Design spi_master_flat, sky130hd; sources not shown.
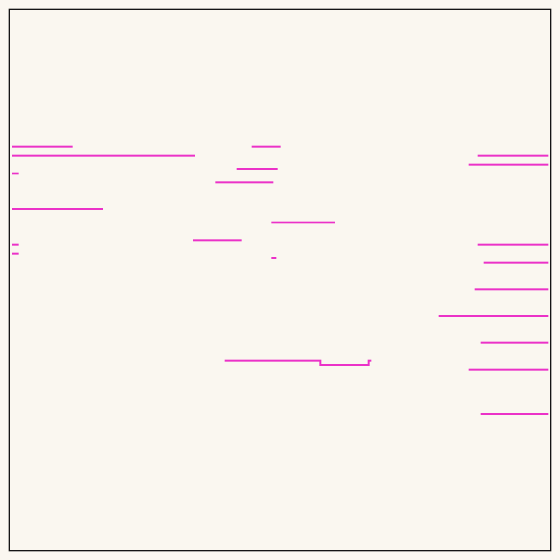
*M3 wires, run 1*
The longest straight run is 27.6 um. The wires run mostly horizontal. The layer holds 5.8% of the routed length.
Via Count: 1400
met3 global-route usage: 4.004%

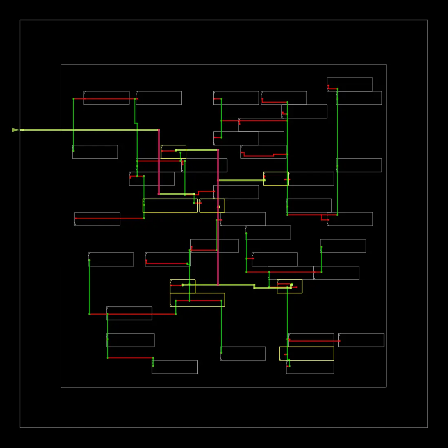
*Clock wiring as the flow saved it, run 1*
flop count: 36
clk_lat worst skew: 0.29 ns
Sink Count: 36
clock buf count: 5

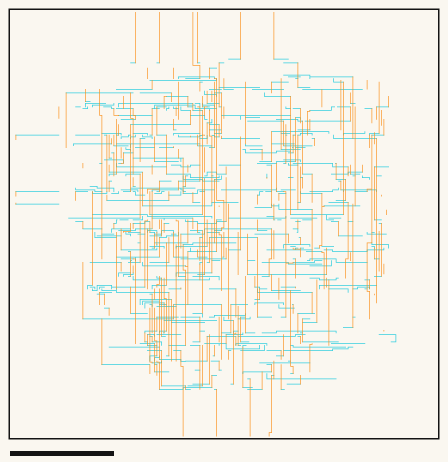
*Metal layers overlaid, run 1*
Bar = 20 um. Two of the layers only.
Key: met1 = cyan [wire length 1680 um]; met2 = orange [wire length 1770 um]
DR WL/cell: 12.45 um
final wirelength: 3698 um
Total Routing Usage GR: 12.11%

==> results.sh, run 1 <==
# source this file to load flow results
export IMPL_timing_hold_ws_ns=0.2838
export IMPL_r2r_cells=9
export IMPL_sh_seq_area_pct=35.99
export IMPL_critPathMaxStageDelay_ns=0.39
export IMPL_worstPathRequired_ns=1.89
export IMPL_port_buffer_count=24
export IMPL_area_leaders="dfrtp_1, nand2_1, inv_1"
export IMPL_buf_share_pct=15.23
export IMPL_synth_area_um2=1764
export IMPL_status="finished clean"
export IMPL_drt_met1_wl_um=1677
export IMPL_clock_fmax_mhz=644.7
export IMPL_synthMostInstantiatedCell="nand2_1"
export IMPL_slowest_stage="dfrtp_1"
export IMPL_clockNetworkAreaShare_pct=6.322
export IMPL_flop_cell="dfrtp_1"
export IMPL_gr_total_overflow=0
export IMPL_reg2reg_slack_ns=0.25
export IMPL_powerClk_uw=998
export IMPL_syn_num_nets=217
export IMPL_ys_seq_elements=36
export IMPL_fp_util_pct=41.08
export IMPL_ys_cells=199
export IMPL_grtUsageMet2_pct=20.05
export IMPL_pwr_share_comb_pct=42.0
export IMPL_busiest_layer="met2"
export IMPL_inverters=25
export IMPL_fin_cells=297
export IMPL_diodes=0
export IMPL_nNetsFinal=262
export IMPL_wl_met3_um=212
export IMPL_edf_count=0
export IMPL_io_pins=25
export IMPL_pwr_share_clk_pct=25.0
export IMPL_htreeDepth=2
export IMPL_wl_met2_um=1767
==> run 2: changes to the inputs <==
--- a/config.mk
+++ b/config.mk
@@ -6,7 +6,7 @@
 export NUM_CORES = 1
 export LEC_CHECK = 0
 export ABC_AREA = 1
-export CAP_MARGIN = 10
+export CAP_MARGIN = 20
 export CORE_MARGIN = 8
 export CORE_UTILIZATION = 40
 export DETAILED_ROUTE_END_ITERATION = 7
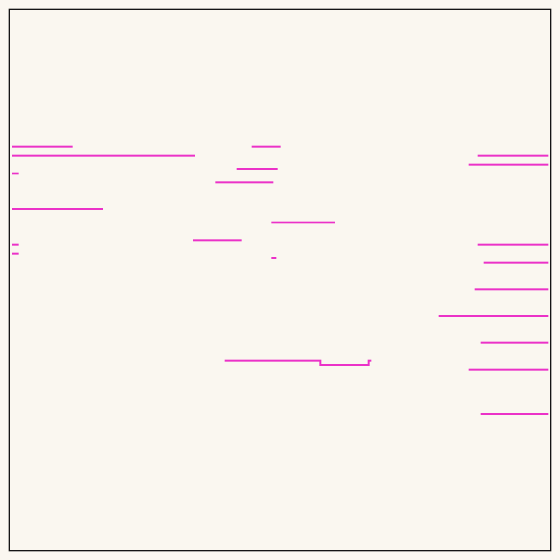
*M3 wires, run 2*
The wires run mostly horizontal. 18 nets have wire on it. The layer carries 213 um of wire. The layer holds 5.8% of the routed length. The longest straight run is 27.6 um.

==> results.sh, run 2 <==
# source this file to load flow results
export IMPL_status="finished clean"
export IMPL_io_pins=25
export IMPL_diodes=0
export IMPL_vias=1400
export IMPL_worstPathRequired_ns=1.89
export IMPL_powerComb_uw=1680
export IMPL_drive_gt1_share_pct=37.55
export IMPL_ys_seq_elements=36
export IMPL_busiest_layer="met2"
export IMPL_syn_avg_cell_area_um2=8.865
export IMPL_grtUsageMet2_pct=20.05
export IMPL_period_used_pct=86.18
export IMPL_drt_met1_wl_um=1677
export IMPL_synthMostInstantiatedCell="nand2_1"
export IMPL_path_clk_slew_ns=0.08
export IMPL_fin_cells=297
export IMPL_flop_cell="dfrtp_1"
export IMPL_dpl_worst_slack_ns=0.003342
export IMPL_nFlopsAndLatches=36
export IMPL_synth_area_um2=1764
export IMPL_syn_num_nets=217
export IMPL_fp_util_pct=41.08
export IMPL_pwr_share_comb_pct=42.0
export IMPL_reg2reg_slack_ns=0.25
export IMPL_clockNetworkAreaShare_pct=6.322
export IMPL_power_group_top="combinational logic"
export IMPL_wl_met2_um=1767
export IMPL_avgViaCountPerCell=4.714
export IMPL_port_buffer_count=24
export IMPL_sh_seq_area_pct=35.99
export IMPL_cts_root_buf="clkbuf_8"
export IMPL_buf_share_pct=15.23
export IMPL_r2r_cells=9
export IMPL_use_met3_pct=4.004
export IMPL_critPathMaxStageDelay_ns=0.39
export IMPL_clock_buffers=5
export IMPL_gr_total_overflow=0
export IMPL_pwr_share_clk_pct=25.0
export IMPL_die_width_um=82.41
export IMPL_htreeDepth=2
export IMPL_edf_count=0
export IMPL_power_uw=3997
export IMPL_core_um2=4294
export IMPL_cts_sinks=36
export IMPL_clock_path_buffers=2
export IMPL_period_minus_slack_ns=1.551
export IMPL_crit_arrival_ns=1.64
export IMPL_path_cells="inv_2, ha_4, inv_4, buf_8, nor2_8, nand3_4, nand2_4, nand2_1, nand2_1"
export IMPL_timing_hold_ws_ns=0.2838
export IMPL_slowest_stage="dfrtp_1"
export IMPL_async_reset_ff_share_pct=100.0
export IMPL_nNetsFinal=262
export IMPL_ys_cells=199
export IMPL_clk_latency_ns=0.29
export IMPL_inverters=25
export IMPL_synthAoiAreaFrac_pct=7.589
export IMPL_wl_met3_um=212
export IMPL_powerClk_uw=998
export IMPL_layout_top_cells="nand2_1, dfrtp_1, inv_1, o21ai_2, nand3_1"
export IMPL_grtUsageTotal_pct=12.11
export IMPL_clock_fmax_mhz=644.7
export IMPL_area_leaders="dfrtp_1, nand2_1, inv_1"
export IMPL_wire_per_inst_um=12.45
export IMPL_p_per_area_nw_per_um2=1590
export IMPL_routed_wl_um=3698
==> run 3: changes to the inputs <==
--- a/config.mk
+++ b/config.mk
@@ -7,11 +7,16 @@
 export LEC_CHECK = 0
 export ABC_AREA = 1
 export CAP_MARGIN = 20
+export CELL_PAD_IN_SITES_DETAIL_PLACEMENT = 0
+export CELL_PAD_IN_SITES_GLOBAL_PLACEMENT = 2
 export CORE_MARGIN = 8
-export CORE_UTILIZATION = 40
+export CORE_UTILIZATION = 32
+export CTS_CLUSTER_DIAMETER = 30
+export CTS_CLUSTER_SIZE = 28
 export DETAILED_ROUTE_END_ITERATION = 7
 export GPL_TIMING_DRIVEN = 0
 export HOLD_SLACK_MARGIN = 0.1
+export PLACE_DENSITY_LB_ADDON = 0.1
 export SETUP_SLACK_MARGIN = 0.3
 export SLEW_MARGIN = 40
 export SYNTH_ARGS = -nofsm -noshare
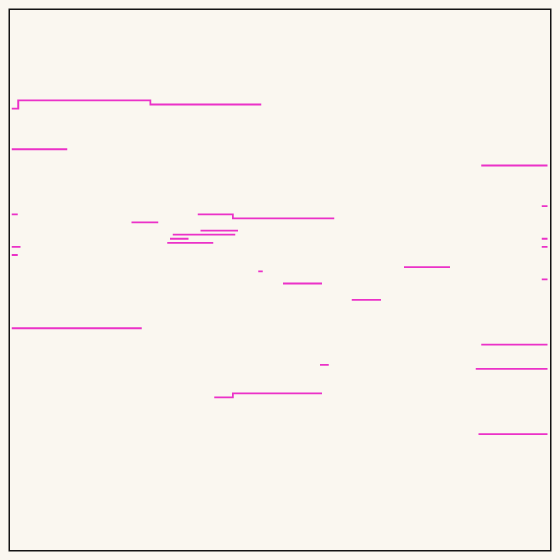
*M3 wires, run 3*
The longest straight run is 22.1 um. The layer holds 5.1% of the routed length. The layer carries 215 um of wire. The wires run mostly horizontal.
final wirelength: 4256 um
met3 global-route usage: 3.907%
Via Count: 1497

==> results.sh, run 3 <==
# source this file to load flow results
export IMPL_status="finished clean"
export IMPL_fp_util_pct=32.64
export IMPL_cts_root_buf="clkbuf_8"
export IMPL_mux_share_pct=0
export IMPL_wl_met2_um=2143
export IMPL_syn_avg_cell_area_um2=8.865
export IMPL_busiest_layer="met2"
export IMPL_wire_per_inst_um=13.06
export IMPL_r2r_cells=9
export IMPL_edf_count=0
export IMPL_clock_path_buffers=2
export IMPL_async_reset_ff_share_pct=100.0
export IMPL_timing_hold_ws_ns=0.2687
export IMPL_pwr_share_clk_pct=19.0
export IMPL_path_cells="inv_2, ha_4, inv_4, buf_8, nor2_8, nand3_4, nand2_4, nand2_1, nand2_1"
export IMPL_dpl_worst_slack_ns=-0.0008152
export IMPL_area_leaders="dfrtp_1, nand2_1, inv_1"
export IMPL_die_width_um=90.25
export IMPL_path_clk_slew_ns=0.08
export IMPL_synth_area_um2=1764
export IMPL_cts_sinks=36
export IMPL_powerComb_uw=1770
export IMPL_avgViaCountPerCell=4.592
export IMPL_critical_path_top_delay_family="simple AND/OR/NAND/NOR gates"
export IMPL_clock_fmax_mhz=623.7
export IMPL_nNetsFinal=271
export IMPL_reg2reg_slack_ns=0.20
export IMPL_ys_cells=199
export IMPL_core_um2=5405
export IMPL_pwr_share_comb_pct=46.8
export IMPL_sh_seq_area_pct=36.39
export IMPL_htreeDepth=2
export IMPL_synthMostInstantiatedCell="nand2_1"
export IMPL_p_per_area_nw_per_um2=1519
export IMPL_rsz0062_at_grt="true"
export IMPL_drive_gt1_share_pct=34.65
export IMPL_drt_met1_wl_um=1840
export IMPL_place_hpwl_um=2718
export IMPL_syn_num_nets=217
export IMPL_fin_cells=326
export IMPL_critPathMaxStageDelay_ns=0.41
export IMPL_grtUsageMet2_pct=18.71
export IMPL_crit_arrival_ns=1.69
export IMPL_buf_share_pct=17.97
export IMPL_period_used_pct=89.08
export IMPL_dpl_instance_area_um2=2120
export IMPL_port_buffer_count=24
export IMPL_worstPathRequired_ns=1.88
export IMPL_slowest_stage="dfrtp_1"
export IMPL_wl_met3_um=215
export IMPL_nFlopsAndLatches=36
export IMPL_gr_total_overflow=0
export IMPL_power_group_top="combinational logic"
export IMPL_period_minus_slack_ns=1.603
export IMPL_grtUsageTotal_pct=10.81
export IMPL_layout_top_cells="nand2_1, dfrtp_1, inv_1, buf_4, nand3_1"
export IMPL_clk_latency_ns=0.29
export IMPL_diodes=0
export IMPL_synthAoiAreaFrac_pct=7.589
export IMPL_p_leak_uw=0.001256
export IMPL_flop_cell="dfrtp_1"
export IMPL_clockNetworkAreaShare_pct=4.479
export IMPL_ys_seq_elements=36
